## config.mk

```make
export PLATFORM = sky130hd
export DESIGN_NAME = lcl_err_collector
export DESIGN_NICKNAME = d
export VERILOG_FILES = /design/src/rtl/lcl_err_collector.sv
export SDC_FILE = /design/constraint.sdc
export NUM_CORES = 1
export LEC_CHECK = 0
export ABC_AREA = 1
export CAP_MARGIN = 25
export CORE_MARGIN = 1.5
export CORE_UTILIZATION = 59
export CTS_CLUSTER_DIAMETER = 100
export DETAILED_ROUTE_END_ITERATION = 8
export HOLD_SLACK_MARGIN = 0.03
export PLACE_DENSITY = 0.89
export SLEW_MARGIN = 20
export SYNTH_ARGS = -nofsm -noshare
export SYNTH_HDL_FRONTEND = slang
export SYNTH_SLANG_ARGS = --single-unit
```

## constraint.sdc

```tcl
create_clock -name clk -period 3.65 [get_ports clk]
set_input_delay 0.73 -clock clk [delete_from_list [all_inputs] [get_ports clk]]
set_output_delay 0.73 -clock clk [all_outputs]
set_load 0.005 [all_outputs]
```

## src/rtl/lcl_err_collector.sv

```systemverilog
// rtl/lcl_err_collector.sv - collects per-line error pulses and reports them round-robin over a valid/ready handshake
module lcl_err_collector #(
    parameter int LCL  = 4,
    parameter int INW  = 2,
    parameter int CNTW = 4
) (
    input  logic            clk,
    input  logic            rst_n,
    input  logic [LCL-1:0]  lcl_err,
    input  logic            clr,
    input  logic            err_ready,
    output logic            err_valid,
    output logic [INW-1:0]  err_idx,
    output logic            err_drop,
    output logic [CNTW-1:0] err_cnt
);

    typedef enum logic {IDLE, VALID} state_t;

    state_t          state, state_next;
    logic [LCL-1:0]  pending, pending_next;
    logic [INW-1:0]  ptr, ptr_next;
    logic [INW-1:0]  idx_next;
    logic            drop_next;
    logic [CNTW-1:0] cnt_next;
    logic [LCL-1:0]  acc_mask;
    logic [LCL-1:0]  others;
    logic            accept;

    // First requesting line at or above base, wrapping at LCL-1; always < LCL.
    function automatic logic [INW-1:0] rr_pick(input logic [LCL-1:0] req,
                                               input logic [INW-1:0] base);
        logic [INW-1:0] pick;
        logic           found;
        int             j;
        pick  = '0;
        found = 1'b0;
        for (int k = 0; k < LCL; k++) begin
            j = (int'(base) + k) % LCL;
            if (!found && req[j]) begin
                pick  = INW'(j);
                found = 1'b1;
            end
        end
        return pick;
    endfunction

    assign err_valid = (state == VALID);
    assign accept    = err_valid & err_ready;

    always_comb begin
        acc_mask = '0;
        for (int i = 0; i < LCL; i++) begin
            acc_mask[i] = accept && (int'(err_idx) == i);
        end
    end

    assign others = pending & ~acc_mask;

    always_comb begin
        state_next   = state;
        pending_next = others | lcl_err;
        ptr_next     = ptr;
        idx_next     = err_idx;
        drop_next    = err_drop | (|(lcl_err & pending & ~acc_mask));
        cnt_next     = err_cnt;

        case (state)
            IDLE: begin
                if (|pending) begin
                    state_next = VALID;
                    idx_next   = rr_pick(pending, ptr);
                end
            end
            VALID: begin
                if (err_ready) begin
                    ptr_next = INW'((int'(err_idx) + 1) % LCL);
                    if (cnt_next != {CNTW{1'b1}}) begin
                        cnt_next = cnt_next + 1'b1;
                    end
                    // Only lines already pending keep VALID; fresh pulses wait for the next search.
                    if (|others) begin
                        idx_next = rr_pick(others, ptr_next);
                    end else begin
                        state_next = IDLE;
                    end
                end
            end
            default: state_next = IDLE;
        endcase

        if (clr) begin
            state_next   = IDLE;
            pending_next = '0;
            ptr_next     = '0;
            idx_next     = '0;
            drop_next    = 1'b0;
            cnt_next     = '0;
        end
    end

    always_ff @(posedge clk or negedge rst_n) begin
        if (!rst_n) begin
            state    <= IDLE;
            pending  <= '0;
            ptr      <= '0;
            err_idx  <= '0;
            err_drop <= 1'b0;
            err_cnt  <= '0;
        end else begin
            state    <= state_next;
            pending  <= pending_next;
            ptr      <= ptr_next;
            err_idx  <= idx_next;
            err_drop <= drop_next;
            err_cnt  <= cnt_next;
        end
    end

endmodule

```

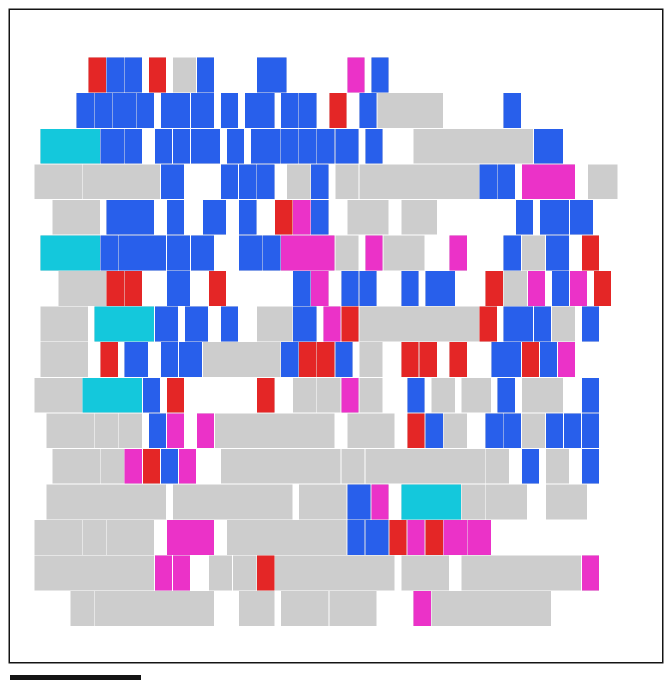
run_1/gates.png
Scale bar: 10 um.
legend:
  cyan:
    family: fa/ha/maj cells
    cells: 5
    most_used: ha_1
    where: middle left
  blue:
    family: nand cells
    cells: 91
    most_used: nand2_1
  magenta:
    family: nor cells
    cells: 25
    most_used: nor2_1
  red:
    family: inv cells
    cells: 26
    most_used: inv_1
Comb/total area: 54.4%
final std cells w/o fill: 241
Top cell excl fill/tap: nand2_1

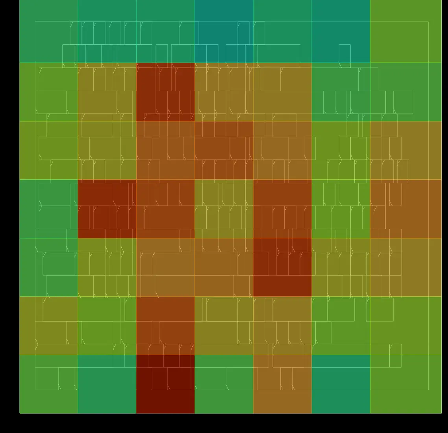
run_1/congestion_map.png
met1 usage: 34.0%
layer with the highest usage: met2
met3 GRT Util: 3.64%

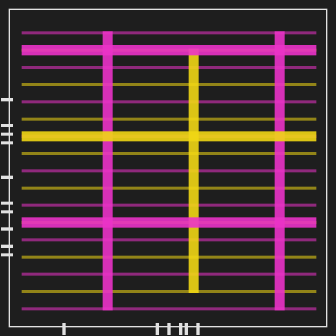
run_1/floorplan.png
Pins as bars on the die edge.
legend:
  yellow:
    net: VDD
  magenta:
    net: VSS
rows: 16
signal pins: 16

run 1: how the worst max path moves through the flow:
stage | start | to | slack, ns | depth (start not counted)
after global routing | err_idx[0] | err_idx[0] | 0.99 | 12
final | err_idx[0] | err_idx[0] | 1.19 | 12
after CTS | err_idx[0] | err_idx[0] | 1.21 | 12
after floorplan | err_idx[0] | err_idx[0] | 1.66 | 14
after global placement | err_ready | err_idx[0] | 1.30 | 12
after detailed placement | err_ready | err_idx[0] | 1.20 | 12
run 1: final cells by class:
cell class | instances | area [sq um] | share of cell area, %
multi-input cells | 155 | 797 | 54.4
repair buffers | 15 | 150 | 10.2
well taps | 27 | 33.8 | 2.31
clock buffers | 4 | 36.3 | 2.48
flip-flops and latches | 14 | 350 | 23.9
inverters | 26 | 97.6 | 6.66
run 1: placed cells by master (no fill, tap or decap):
| cell | netlist | layout |
|---|---|---|
| xnor2_2 | 1 | 1 |
| nand2_2 | 4 | 4 |
| nand2_1 | 60 | 60 |
| clkbuf_4 | 0 | 3 |
| nand3_2 | 2 | 2 |
| inv_2 | 3 | 3 |
| nand4_1 | 6 | 6 |
| a21oi_2 | 1 | 1 |
| nor2_4 | 2 | 2 |
| o21ai_2 | 2 | 2 |
| o21ai_1 | 5 | 5 |
| clkdlybuf4s50_1 | 0 | 15 |
| nand3_1 | 19 | 19 |
| and3_1 | 1 | 1 |
| or2_0 | 1 | 1 |
| dfrtp_1 | 14 | 14 |
| xnor2_1 | 1 | 1 |
| a21oi_1 | 10 | 10 |
| nor3_1 | 2 | 2 |
| nor3_2 | 1 | 1 |
| clkbuf_8 | 0 | 1 |
| xor2_2 | 1 | 1 |
| o21ai_0 | 10 | 10 |
| xor2_1 | 1 | 1 |
| inv_1 | 23 | 23 |
| nor2_1 | 20 | 20 |
| ha_1 | 5 | 5 |
==> ci_impl_report.md, run 1 <==
### Flow metrics

| Metric | Value |
|---|---|
| Clk pwr share | `14.8%` |
| Area Overhead vs Synth | `13.1%` |
| Final setup viols | `0` |
| CP max FO | `13` |
| Post-synth area hogs | `dfrtp_1 27%, nand2_1 17%, nand3_1 7.3%, inv_1 6.7%, nor2_1 5.8%` |
| Worst setup SP type | `flip-flop` |
| Final net count | `228` |
| R2R setup slack | `1.19 ns` |
| Hold_buf cts | `0` |
| Commonest cells in the netlist | `60 x nand2_1, 23 x inv_1, 20 x nor2_1` |
| Run status | `complete, no violations` |
| Routed wl met2 | `1510 um` |
| Top sig layer | `met4` |
| Antenna violation net count after detailed routing | `0` |
| Ys flop type | `dfrtp_1` |
| Dpl ws | `1.20 ns` |
| Hold_ws | `0.560 ns` |
| Fin crit share | `67.4%` |
| Slew HR | `59.6%` |
| Comb pwr share | `57.5%` |
| Worst path bufs/invs | `1` |
| Yosys stat cell total | `201` |
| Seq. pwr | `0.218 mW` |
| CP peak stage delay | `0.72 ns` |
| # diodes | `0` |
| Worst Hold Path EP | `err_cnt[3]` |
| R2R depth | `12` |
| Final core occ | `72.5%` |
| Most instantiated library cell after synthesis | `nand2_1` |
| Post-synth regs | `14` |
| Synth Seq Share | `27.1%` |
| Fin. Hold Viols | `0` |
| Critical Path End Type | `flip-flop` |
| R2r startpoint | `err_idx[0]` |
| Syn_nets | `214` |
| Worst path required time | `3.83 ns` |
| Clk sinks | `14` |
| DRT Wirelength | `3000 um` |
| Critical path class | `flip-flop to flip-flop` |
| Simple-Gate Area Share | `41.2%` |
| Port buffer count | `15` |
| Total power | `0.786 mW` |
| Met2 GRT Util | `50.0%` |
| I/O pins | `16` |
| Top flop regs | `err_cnt: 4 flops, pending: 4 flops` |
| Height of the die | `49.9 um` |
| Peak VDD IR | `405 uV` |
| Synth Cell Area | `0.00129 sq mm` |
| Post-synth area from yosys stat | `0.00129 sq mm` |
| Clock root cell | `clkbuf_4` |
| DR iter-0 viols | `44` |
| Combinational power | `0.451 mW` |
| Clk power | `0.116 mW` |
| Clock Skews | `0.00279 ns` |
| Tally of yosys warning messages | `0` |
| Dpl cell area | `0.00143 sq mm` |
| Drt first pass iters | `4` |
| CORE AREA | `0.00202 sq mm` |
| Hold Path Class | `flip-flop to flip-flop` |
| Final worst slack | `1.19 ns` |
| Post-Synthesis Cells | `201` |
| Pleak | `0.743 nW` |
| CTS resizes | `0` |
| CP top delay family | `simple AND/OR/NAND/NOR gates` |
| Share of cells above drive strength 1 | `9.81%` |
| Switching power | `0.377 mW` |
| CTS tree | `yes` |
| Compound Share, Synth | `11.7%` |
| Chip Area | `0.00249 sq mm` |
| CTS Buf Count | `3` |
| Synth mux share | `0%` |
| R2r endpoint | `err_idx[0]` |
| Rows | `16` |
| Overflow after GRT | `0` |
| Drc violations | `0` |
| MaxCap Viol Count | `0` |
| Unrepaired setup endpoints after global routing | `false` |
| Htree depth | `1` |
| Die W | `49.9 um` |
| Largest net degree at the start of global routing | `17` |
| Ys async rst share | `100%` |
| Adders+Majority by Area | `4.83%` |
| Hold Crit Depth | `2` |
| Synth area leader | `dfrtp_1` |
| Crit path DAT | `2.65 ns` |
| FMAX | `0.406 GHz` |
| WL met1 | `1310 um` |
run_1/m1.png
Scale bar: 10 um. Supply wires on this layer in gray.
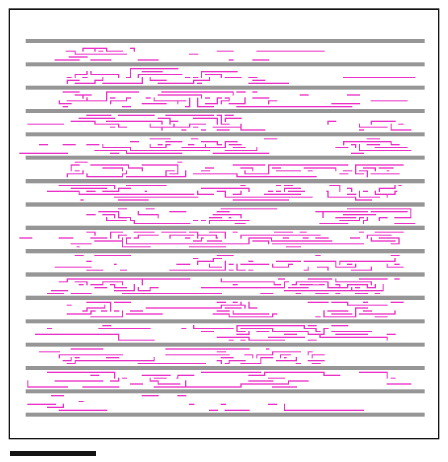

## Run 2: what changed since run 1
--- a/config.mk
+++ b/config.mk
@@ -8,11 +8,11 @@
 export ABC_AREA = 1
 export CAP_MARGIN = 25
 export CORE_MARGIN = 1.5
-export CORE_UTILIZATION = 59
+export CORE_UTILIZATION = 50
 export CTS_CLUSTER_DIAMETER = 100
 export DETAILED_ROUTE_END_ITERATION = 8
 export HOLD_SLACK_MARGIN = 0.03
-export PLACE_DENSITY = 0.89
+export PLACE_DENSITY = 0.81
 export SLEW_MARGIN = 20
 export SYNTH_ARGS = -nofsm -noshare
 export SYNTH_HDL_FRONTEND = slang
==> constraint.sdc (replaced) <==
create_clock -name clk -period 2 [get_ports clk]
set_input_delay 0.4 -clock clk [delete_from_list [all_inputs] [get_ports clk]]
set_output_delay 0.4 -clock clk [all_outputs]
set_load 0.005 [all_outputs]
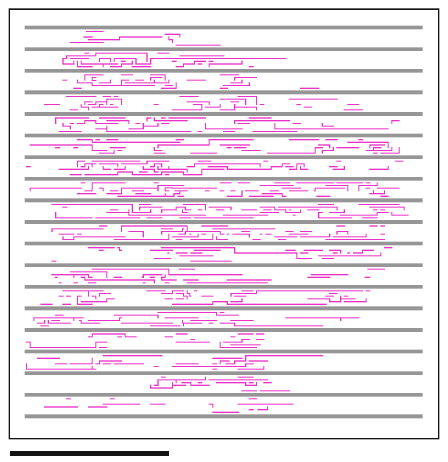
run_2/m1.png
Scale bar: 20 um. Supply wires on this layer in gray.
wire length on this layer: 1,320 um
longest straight run: 17.0 um
main direction: horizontal
DRT Wirelength: 2910 um
DR vias: 1,327

==> ci_impl_report.md, run 2 <==
### Flow metrics

| Metric | Value |
|---|---|
| Fin crit share | `90.7%` |
| Clk sinks | `14` |
| Syn_nets | `214` |
| Htree depth | `1` |
| Post-Synthesis Cells | `201` |
| Final std cells w/o fill | `255` |
| CTS Buf Count | `3` |
| Cell Type Count | `28` |
| Final setup viols | `0` |
| Final worst slack | `0.187 ns` |
| CP max FO | `3` |
| Area Overhead vs Synth | `20.7%` |
| Clock Skews | `0.00334 ns` |
| Run status | `complete, no violations` |
| DR iter-0 viols | `54` |
| Post-synth area from yosys stat | `0.00129 sq mm` |
| Critical path class | `flip-flop to flip-flop` |
| Chip Area | `0.00290 sq mm` |
| Fin. Hold Viols | `0` |
| Hold Path Class | `primary input to asynchronous set/reset pin` |
| Post-synth area hogs | `dfrtp_1 27%, nand2_1 17%, nand3_1 7.3%, inv_1 6.7%, nor2_1 5.8%` |
| Die W | `53.9 um` |
| Seq. pwr | `0.366 mW` |
| Worst path bufs/invs | `1` |
| CP startpoint | `err_idx[1]` |
| MaxCap Viol Count | `0` |
| FMAX | `0.552 GHz` |
| CP peak stage delay | `0.39 ns` |
| Antenna violation net count after detailed routing | `0` |
| Drc violations | `0` |
| Placed cells | `250` |
| Slew HR | `58.7%` |
| Combinational power | `0.971 mW` |
| Clk power | `0.212 mW` |
| Synth Cell Area | `0.00129 sq mm` |
| CP top delay family | `simple AND/OR/NAND/NOR gates` |
| Critical Path End Type | `flip-flop` |
| Share of cells above drive strength 1 | `15.1%` |
| Top flop regs | `err_cnt: 4 flops, pending: 4 flops` |
| Comb pwr share | `62.7%` |
| Worst path required time | `2.19 ns` |
| R2r startpoint | `err_idx[1]` |
| Tally of yosys warning messages | `0` |
| R2R depth | `12` |
| Most frequent cells in the layout | `60 x nand2_1, 23 x inv_1, 20 x nor2_1, 18 x nand3_1, 15 x clkdlybuf4s50_1` |
| Yosys stat cell total | `201` |
| Avg Inst Size Synth | `6.44 sq um` |
| Top cell excl fill/tap | `nand2_1` |
| Clk pwr share | `13.7%` |
| Overflow after GRT | `0` |
| Worst setup SP type | `flip-flop` |
| Dpl ws | `-0.0392 ns` |
| Drt first pass iters | `4` |
| Height of the die | `53.9 um` |
| Ys flop type | `dfrtp_1` |
| CORE AREA | `0.00245 sq mm` |
| Final core occ | `63.7%` |
| Hold_buf cts | `0` |
| Rows | `18` |
| CTS resizes | `0` |
| Switching power | `0.702 mW` |
| CTS tree | `yes` |
| Port buffer count | `15` |
| Least-Margin Pin Slew | `0.618 ns` |
| Commonest cells in the netlist | `60 x nand2_1, 23 x inv_1, 20 x nor2_1` |
| Stages on the worst setup path | `12` |
| Final net count | `239` |
| Clock root cell | `clkbuf_4` |
| Ys async rst share | `100%` |
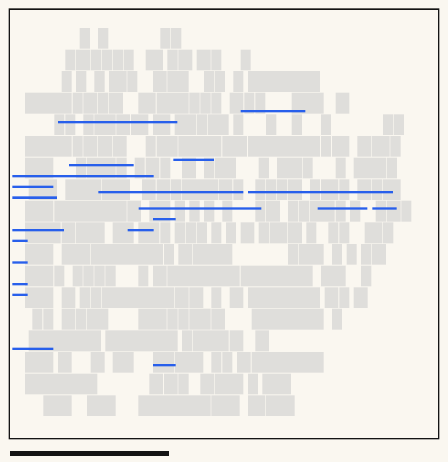
run_2/m3.png
Scale bar: 20 um.
main direction: horizontal
share of all routed wire: 5.1%

-- run 2: cell types whose count changed in the layout (fill, tap and decap cells not counted) --
cell / before / now
nand3_1: 19 / 18
ha_2: 0 / 1
nand3_2: 2 / 3
ha_1: 5 / 4
buf_4: 0 / 10
buf_6: 0 / 1
-- run 2: cell families (layout without fill, tap and decap cells) --
logic type                 Yosys count  count (layout)  synth area share [%]
adders and majority gates            5               5                  4.83
DFF                                 14              14                  27.1
and+or+nand+nor                    118             118                  41.2
buffers and inverters               32              56                  11.4
xor gates and xnor gates             4               4                  3.87
AOI/OAI and AO/OA                   28              28                  11.7
-- run 2: path summary, 6_finish.rpt --
path                                    to  slack (ns)
worst max register to register  err_idx[0]        0.19
worst min register to register  err_cnt[3]        0.55
min in group clk                err_cnt[3]        0.55
worst min-delay path            pending[0]        0.49
worst max-delay path            err_idx[0]        0.19
max in group asynchronous       err_cnt[0]        1.11
-- run 2: metal layers --
layer | routed length, um | GRT usage (%) | vias to the layer above
li1 | - | - | 693
met1 | 1320 | 31.3 | 600
met2 | 1410 | 39.0 | 29
met3 | 148 | 2.50 | 5
met4 | 32 | 6.41 | 0
met5 | 0 | 0 | -
-- run 2: cell type report --
cell class | count | area, sq um | share of cell area, %
inverter | 26 | 97.6 | 6.24
tap | 30 | 37.5 | 2.40
clock buffer | 4 | 36.3 | 2.32
multi-input combinational | 155 | 805 | 51.5
timing repair buffer | 26 | 236 | 15.1
sequential | 14 | 350 | 22.4
-- run 2: stage by stage --
step / cell area (sq um) / hold slack, ns / power, mW
after floorplan: 1290 / 0.104 / 1.06
after global placement: 1510 / 0.550 / 1.29
after detailed placement: 1510 / 0.548 / 1.30
after CTS: 1540 / 0.508 / 1.51
after global routing: 1560 / 0.545 / 1.69
final: 1560 / 0.487 / 1.55
No activity file was given, so power comes from the tool's default toggle rates.
